`src/rtl/caxi4interconnect_thread_tracker_pkg.sv`:
```
// Shared parameters for the interconnect thread tracker: default slot field
// widths, the saturation limit and the per-slot update operations.
package caxi4interconnect_thread_tracker_pkg;

  localparam int TT_NUM_SLAVES_WIDTH  = 2;
  localparam int TT_MASTERID_WIDTH    = 4;
  localparam int TT_NUM_THREADS       = 2;
  localparam int TT_NUM_THREADS_WIDTH = 1;
  localparam int TT_OPEN_TRANS_MAX    = 3;
  localparam int TT_OPEN_TRANS_WIDTH  = 2;

  typedef enum logic [1:0] {
    SLOT_HOLD  = 2'd0,
    SLOT_INC   = 2'd1,
    SLOT_DEC   = 2'd2,
    SLOT_ALLOC = 2'd3
  } slot_op_e;

endpackage

```
`src/rtl/caxi4interconnect_thread_slot.sv`:
```
// One thread slot: occupied flag, transaction ID, target slave and
// outstanding count, updated by alloc/inc/dec strobes from the tracker.
module caxi4interconnect_thread_slot
  import caxi4interconnect_thread_tracker_pkg::*;
#(
  parameter int NUM_SLAVES_WIDTH = TT_NUM_SLAVES_WIDTH,
  parameter int MASTERID_WIDTH   = TT_MASTERID_WIDTH,
  parameter int OPEN_TRANS_WIDTH = TT_OPEN_TRANS_WIDTH
) (
  input  logic                        sysClk,
  input  logic                        sysReset,
  input  logic                        alloc_i,
  input  logic                        inc_i,
  input  logic                        dec_i,
  input  logic [MASTERID_WIDTH-1:0]   id_i,
  input  logic [NUM_SLAVES_WIDTH-1:0] slave_i,
  output logic                        occupied_o,
  output logic [MASTERID_WIDTH-1:0]   id_o,
  output logic [NUM_SLAVES_WIDTH-1:0] slave_o,
  output logic [OPEN_TRANS_WIDTH-1:0] count_o
);

  logic                        occ_q, occ_d;
  logic [MASTERID_WIDTH-1:0]   id_q, id_d;
  logic [NUM_SLAVES_WIDTH-1:0] slave_q, slave_d;
  logic [OPEN_TRANS_WIDTH-1:0] count_q, count_d;
  slot_op_e                    op;

  // Inc and dec together cancel out, keeping the slot occupied.
  always_comb begin
    op = SLOT_HOLD;
    if (alloc_i)              op = SLOT_ALLOC;
    else if (inc_i && !dec_i) op = SLOT_INC;
    else if (dec_i && !inc_i) op = SLOT_DEC;
  end

  always_comb begin
    occ_d   = occ_q;
    id_d    = id_q;
    slave_d = slave_q;
    count_d = count_q;
    case (op)
      SLOT_ALLOC: begin
        occ_d   = 1'b1;
        id_d    = id_i;
        slave_d = slave_i;
        count_d = OPEN_TRANS_WIDTH'(1);
      end
      SLOT_INC: count_d = count_q + OPEN_TRANS_WIDTH'(1);
      SLOT_DEC: begin
        if (count_q == OPEN_TRANS_WIDTH'(1)) begin
          occ_d   = 1'b0;
          count_d = '0;
        end else begin
          count_d = count_q - OPEN_TRANS_WIDTH'(1);
        end
      end
      default: ;
    endcase
  end

  always_ff @(posedge sysClk or negedge sysReset) begin
    if (!sysReset) begin
      occ_q   <= 1'b0;
      id_q    <= '0;
      slave_q <= '0;
      count_q <= '0;
    end else begin
      occ_q   <= occ_d;
      id_q    <= id_d;
      slave_q <= slave_d;
      count_q <= count_d;
    end
  end

  assign occupied_o = occ_q;
  assign id_o       = id_q;
  assign slave_o    = slave_q;
  assign count_o    = count_q;

endmodule

```
`src/rtl/caxi4interconnect_thread_tracker.sv`:
```
// Tracks outstanding AXI transaction threads by ID: combinational lookup of
// the current request ID, slot allocation, counting and error pulses.
module caxi4interconnect_thread_tracker
  import caxi4interconnect_thread_tracker_pkg::*;
#(
  parameter int NUM_SLAVES_WIDTH  = TT_NUM_SLAVES_WIDTH,
  parameter int MASTERID_WIDTH    = TT_MASTERID_WIDTH,
  parameter int NUM_THREADS       = TT_NUM_THREADS,
  parameter int NUM_THREADS_WIDTH = TT_NUM_THREADS_WIDTH,
  parameter int OPEN_TRANS_MAX    = TT_OPEN_TRANS_MAX,
  parameter int OPEN_TRANS_WIDTH  = TT_OPEN_TRANS_WIDTH
) (
  input  logic                        sysClk,
  input  logic                        sysReset,
  input  logic [MASTERID_WIDTH-1:0]   currTransID,
  input  logic [NUM_SLAVES_WIDTH-1:0] currTransSlaveID,
  input  logic                        openTransInc,
  input  logic                        openTransDec,
  input  logic [MASTERID_WIDTH-1:0]   respID,
  output logic                        threadAvail,
  output logic                        threadValid,
  output logic [OPEN_TRANS_WIDTH-1:0] threadCount,
  output logic [NUM_SLAVES_WIDTH-1:0] threadSlaveID,
  output logic                        incErr,
  output logic                        decErr
);

  logic [NUM_THREADS-1:0]       occ, match_curr, match_resp;
  logic [NUM_THREADS-1:0]       slot_alloc, slot_inc, slot_dec;
  logic [MASTERID_WIDTH-1:0]    slot_id    [NUM_THREADS];
  logic [NUM_SLAVES_WIDTH-1:0]  slot_slave [NUM_THREADS];
  logic [OPEN_TRANS_WIDTH-1:0]  slot_count [NUM_THREADS];
  logic [NUM_THREADS_WIDTH-1:0] hit_idx, free_idx;
  logic [OPEN_TRANS_WIDTH-1:0]  hit_count;
  logic                         hit, resp_hit, avail, at_max, inc_ok, do_alloc;
  logic                         inc_err_q, inc_err_d, dec_err_q, dec_err_d;

  for (genvar g = 0; g < NUM_THREADS; g++) begin : g_slot
    caxi4interconnect_thread_slot #(
      .NUM_SLAVES_WIDTH(NUM_SLAVES_WIDTH),
      .MASTERID_WIDTH  (MASTERID_WIDTH),
      .OPEN_TRANS_WIDTH(OPEN_TRANS_WIDTH)
    ) u_slot (
      .sysClk    (sysClk),
      .sysReset  (sysReset),
      .alloc_i   (slot_alloc[g]),
      .inc_i     (slot_inc[g]),
      .dec_i     (slot_dec[g]),
      .id_i      (currTransID),
      .slave_i   (currTransSlaveID),
      .occupied_o(occ[g]),
      .id_o      (slot_id[g]),
      .slave_o   (slot_slave[g]),
      .count_o   (slot_count[g])
    );

    assign match_curr[g] = occ[g] && (slot_id[g] == currTransID);
    assign match_resp[g] = occ[g] && (slot_id[g] == respID);
    assign slot_inc[g]   = inc_ok && match_curr[g];
    assign slot_alloc[g] = do_alloc && (free_idx == NUM_THREADS_WIDTH'(g));
    assign slot_dec[g]   = openTransDec && match_resp[g];
  end

  // IDs are unique across slots, so the match vector is at most one-hot.
  always_comb begin
    hit_idx  = '0;
    free_idx = '0;
    for (int i = 0; i < NUM_THREADS; i++) begin
      if (match_curr[i]) hit_idx = hit_idx | NUM_THREADS_WIDTH'(i);
    end
    for (int i = NUM_THREADS - 1; i >= 0; i--) begin
      if (!occ[i]) free_idx = NUM_THREADS_WIDTH'(i);
    end
  end

  assign hit       = |match_curr;
  assign resp_hit  = |match_resp;
  assign avail     = |(~occ);
  assign hit_count = slot_count[hit_idx];
  assign at_max    = (hit_count == OPEN_TRANS_WIDTH'(OPEN_TRANS_MAX));
  assign inc_ok    = openTransInc && hit && !at_max;
  // Free flags come from registered state, so a slot freed this cycle is not reused yet.
  assign do_alloc  = openTransInc && !hit && avail;
  assign inc_err_d = openTransInc && (hit ? at_max : !avail);
  assign dec_err_d = openTransDec && !resp_hit;

  always_ff @(posedge sysClk or negedge sysReset) begin
    if (!sysReset) begin
      inc_err_q <= 1'b0;
      dec_err_q <= 1'b0;
    end else begin
      inc_err_q <= inc_err_d;
      dec_err_q <= dec_err_d;
    end
  end

  assign threadAvail   = avail;
  assign threadValid   = hit;
  assign threadCount   = hit ? hit_count : '0;
  assign threadSlaveID = hit ? slot_slave[hit_idx] : '0;
  assign incErr        = inc_err_q;
  assign decErr        = dec_err_q;

endmodule

```
`config.mk`:
```
export PLATFORM = sky130hd
export DESIGN_NAME = caxi4interconnect_thread_tracker
export DESIGN_NICKNAME = d
export VERILOG_FILES = /design/src/rtl/caxi4interconnect_thread_tracker_pkg.sv /design/src/rtl/caxi4interconnect_thread_slot.sv /design/src/rtl/caxi4interconnect_thread_tracker.sv
export SDC_FILE = /design/constraint.sdc
export NUM_CORES = 1
export LEC_CHECK = 0
export CORE_MARGIN = 2
export CORE_UTILIZATION = 29
export CTS_BUF_LIST = sky130_fd_sc_hd__clkbuf_8
export DETAILED_ROUTE_END_ITERATION = 12
export GPL_ROUTABILITY_DRIVEN = 0
export PLACE_DENSITY = 0.45
export SLEW_MARGIN = 20
export SYNTH_ARGS = -nofsm -noshare
export SYNTH_HDL_FRONTEND = slang
export SYNTH_HIERARCHICAL = 1
export SYNTH_SLANG_ARGS = --single-unit
```
`constraint.sdc`:
```
create_clock -name sysClk -period 3.14 [get_ports sysClk]
set_input_delay 0.628 -clock sysClk [delete_from_list [all_inputs] [get_ports sysClk]]
set_output_delay 0.628 -clock sysClk [all_outputs]
set_load 0.1 [all_outputs]
```
==> images/sizing.png <==
The bar under the picture is 20 um long.
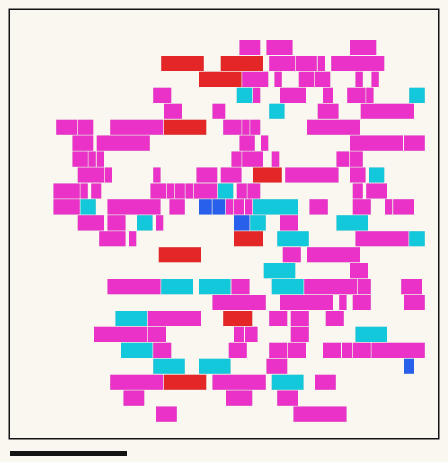
- cyan: x3 and x4 (cells 22; share 14%)
- blue: x2 (cells 4; share 2.6%)
- red: x6 and larger (cells 9; share 5.8%)
- magenta: x1 and smaller (cells 119; share 77%)
Worst Setup Slack, final: 0.137 ns
Non-clk bufs: 28

==> images/clock_wires.png <==
The bar under the picture is 20 um long.
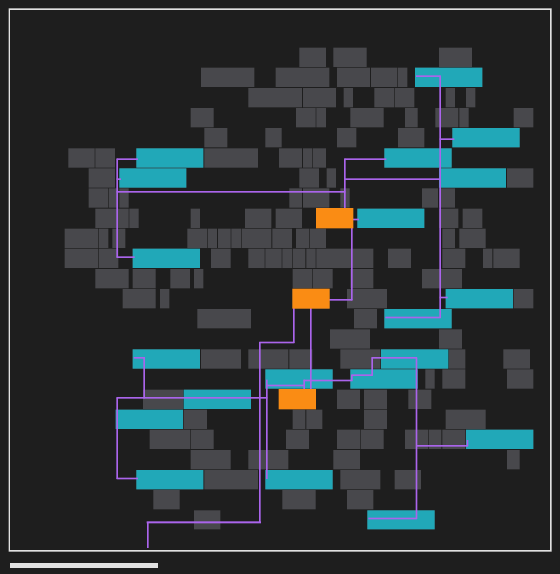
- orange: clock-net drivers (count 3)
- cyan: flip-flops (count 20)
- purple: clock wires (length 334 um)
- routed clock nets: 4
clock-net power: 0.000174 W
Worst Skew: 0.00488 ns
clock power share: 0.105

==> images/gates.png <==
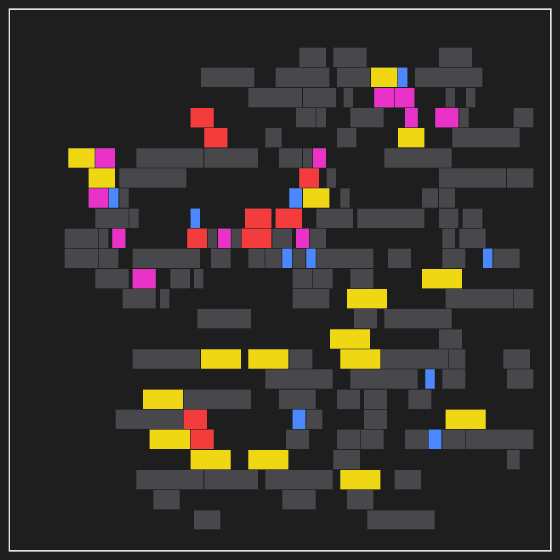
- yellow: mux cells (cells 17; most used mux2_4)
- red: non-inverting ao/oa cells (cells 9; most used a22o_1)
- blue: nand cells (cells 10; most used nand2_1)
- magenta: aoi and oai cells (cells 11; most used a21oi_1)
Non-Filler Instances: 208
combinational share of cell area: 0.454
most numerous logic cell after layout: dfrtp_1

-- worst max path at each step --
| stage | start | end | slack, ns | cells after the start |
|---|---|---|---|---|
| final | currTransID[0] | threadSlaveID[0] | 0.14 | 7 |
| after global routing | currTransID[0] | threadCount[0] | 0.02 | 7 |
| after CTS | currTransID[1] | threadSlaveID[0] | 0.07 | 7 |
| after detailed placement | currTransID[1] | g_slot[0].u_slot/slave_o[1]$_DFFE_PN0P_ | 0.03 | 9 |
| after global placement | currTransID[2] | g_slot[1].u_slot/count_o[0]$_DFFE_PN0P_ | 0.04 | 11 |
| after floorplan | currTransID[1] | threadCount[0] | 0.41 | 4 |
-- per-layer routing --
metal  routed length, um  vias up
li1                    -      493
met1                1500      483
met2                1570       11
met3                  44        0
met4                   0        0
met5                   0        -
-- cell families (layout without fill, tap and decap cells) --
| family | Yosys count | after routing | share of synthesized area |
|---|---|---|---|
| and+or+nand+nor | 27 | 27 | 0.117 |
| AOI/OAI and AO/OA | 20 | 20 | 0.111 |
| DFF | 20 | 20 | 0.362 |
| muxes | 17 | 17 | 0.167 |
| xor gates and xnor gates | 16 | 16 | 0.101 |
| buffers and inverters | 15 | 44 | 0.0516 |
| adders and majority gates | 10 | 10 | 0.0905 |
-- power groups by stage --
| stage | combinational, W | clock [W] | sequential, W |
|---|---|---|---|
| 2_1_floorplan | 0.000688 | 0 | 0.000530 |
| 3_3_place_gp | 0.000975 | 0 | 0.000505 |
| 3_5_place_dp | 0.000994 | 0 | 0.000509 |
| 4_1_cts | 0.000997 | 0.000178 | 0.000505 |
| 5_1_grt | 0.00106 | 0.000185 | 0.000522 |
| 6_report | 0.000987 | 0.000174 | 0.000503 |
-- critical path: cells and delay by family --
kind,cells,cell delay [ns]
compound gates,2,0.41
xor+xnor,1,0.22
buf+inv,3,0.83
simple gates,1,0.27
-- sequential cells by signal, indices dropped and copies added, names as in the netlist --
register,flops
incErr,1
g_slot.u_slot/slave_o,4
g_slot.u_slot/count_o,4
g_slot.u_slot/occupied_o,2
g_slot.u_slot/id_o,8
decErr,1
-- timing repair --
action,4_1_cts,5_1_grt
endpoints found under the setup margin,0,4
hold buffers,0,0
gates resized,0,1
-- cell type report --
cell class,count,area (um2),area share
timing repair buffer,28,315,0.177
clock buffer,3,41.3,0.0231
inverter,13,48.8,0.0273
sequential,20,500,0.281
tap,54,67.6,0.0379
multi-input combinational,90,811,0.454
-- through the flow --
step,instances,hold WS [ns],utilization,power [W],area (um2)
2_1_floorplan,125,0.332,-,0.00122,1380
3_3_place_gp,205,0.496,0.374,0.00148,1750
3_5_place_dp,205,0.495,0.374,0.00150,1750
4_1_cts,208,0.517,0.383,0.00168,1790
5_1_grt,208,0.362,0.383,0.00177,1780
6_report,208,0.322,0.383,0.00166,1780
-- cell usage in the layout, fill, tap and decap left out, types with 3 or more instances in the layout --
cell / n
a21oi_1: 5
a22o_1: 4
and2_1: 4
buf_12: 6
buf_4: 9
clkbuf_8: 3
clkdlybuf4s50_1: 11
dfrtp_1: 20
ha_1: 10
inv_1: 13
mux2_4: 12
mux2i_1: 5
nand2_1: 7
nand3_1: 3
o31ai_1: 4
xnor2_1: 8
xor2_1: 8
==> impl_metrics.json <==
{
  "power.net_switching_w": 0.000762,
  "synth_cells": 125,
  "grt_pass1_vias": 1041,
  "ys_warn_count": 6,
  "core-area_mm2": 0.00466,
  "ys.flop_type": "dfrtp_1",
  "max_freq_ghz": 0.333,
  "p_comb_frac": 0.593,
  "drtIter0Drc": 30,
  "rrSetupSlack_ns": 0.73,
  "postCtsSetupRepairBufs": 0,
  "cts_sinks": 20,
  "netlist_area_mm2": 0.00138,
  "required_ns": 2.51,
  "path_class": "input pin to output pin",
  "cp-start-kind": "input pin",
  "min_path_type": "input pin to asynchronous set/reset pin",
  "warning_count": 32,
  "rsz0062_at_grt": "no",
  "dp_slack_ns": 0.0293,
  "r2r-end": "g_slot[0].u_slot/slave_o[1]$_DFFE_PN0P_",
  "finalCritPeriodShare": 0.956,
  "grt_pass1_wl_mm": 5.10,
  "slew_viol_final": 0,
  "status": "finished, final reports clean",
  "maxCapViolations": 0,
  "p_leak_nw": 0.821,
  "relSlewSlack": 0.670,
  "ys_types": 29,
  "vias_per_cell": 4.75,
  "peakVddDrop_v": 0.000337,
  "grtUsageMet2": 0.215,
  "clk_latency_ns": 0.26,
  "cts_max_level": 1,
  "path_max_fanout": 4,
  "synth_flops": 20,
  "dpl.hpwl_mm": 2.43,
  "tightest_slew_ns": 0.496,
  "grt_overflow": 0,
  "hold_violations": 0,
  "dieArea_mm2": 0.00534,
  "swShare": 0.458,
  "drt-total-wl_mm": 3.11,
  "drive_above_1_share": 0.227,
  "io_pins": 22,
  "reg2regPathDepth": 8,
  "setup_viol": 0,
  "clkTransAtPathRegs_ns": 0.08,
  "met3_usage": 0.0166,
  "ys_seq_share": 0.362,
  "async_flop_share": 1.00,
  "root_buffer": "clkbuf_8",
  "dieHeight_um": 73.0,
  "common_cells": "dfrtp_1 (20), inv_1 (13), mux2_4 (12)",
  "r2r_start": "g_slot[0].u_slot/id_o[2]$_DFFE_PN0P_",
  "cts_max_path_buffers": 2,
  "ant_nets": 0,
  "top_cell_area_share": 0.362,
  "worstSetupEndpointType": "output pin",
  "pwr-share-seq": 0.302,
  "fin_setup_tns_ns": 0,
  "n_fill_cell": 452,
  "portBuffers": 21,
  "powerDensity_mw_per_mm2": 933,
  "p_int_w": 0.000902,
  "cts_tree": "yes",
  "min_period_ns": 3.00,
  "fp_nets": 149,
  "fp_util": 0.297,
  "antennaDiodeCount": 0,
  "post_drt_wl_per_cell_um": 15.0,
  "yosys_cells": 125,
  "rows": 25,
  "slowest_stage": "clkdlybuf4s50_1",
  "yosysTopAreaCell": "dfrtp_1",
  "most_common_cell": "dfrtp_1",
  "avgSynthCellArea_um2": 11.1,
  "ys_area_mm2": 0.00138,
  "crit_arrival_ns": 2.37,
  "cpPeakStageDelay_ns": 0.49,
  "first_pass_iters": 4,
  "areaGrowthSynthToFinish_pct": 29.0,
  "drc": 0,
  "synth-edff-count": 0,
  "die_w_um": 73.0,
  "crit_path_cell_trace": "clkdlybuf4s50_1 -> xor2_1 -> nor4_4 -> buf_4 -> o211a_1 -> a22o_1 -> buf_12",
  "grt_max_degree": 21,
  "antenna_found_initial": 0,
  "grt_use_met1": 0.163,
  "cts_buffers": 3,
  "vias": 987,
  "top_cells_by_area": "dfrtp_1 (36%), mux2_4 (13%), ha_1 (9.0%)",
  "grt_use_total": 0.127,
  "grt-busiest-layer": "met2",
  "nets": 180
}
No activity file was given, so power comes from the tool's default toggle rates.
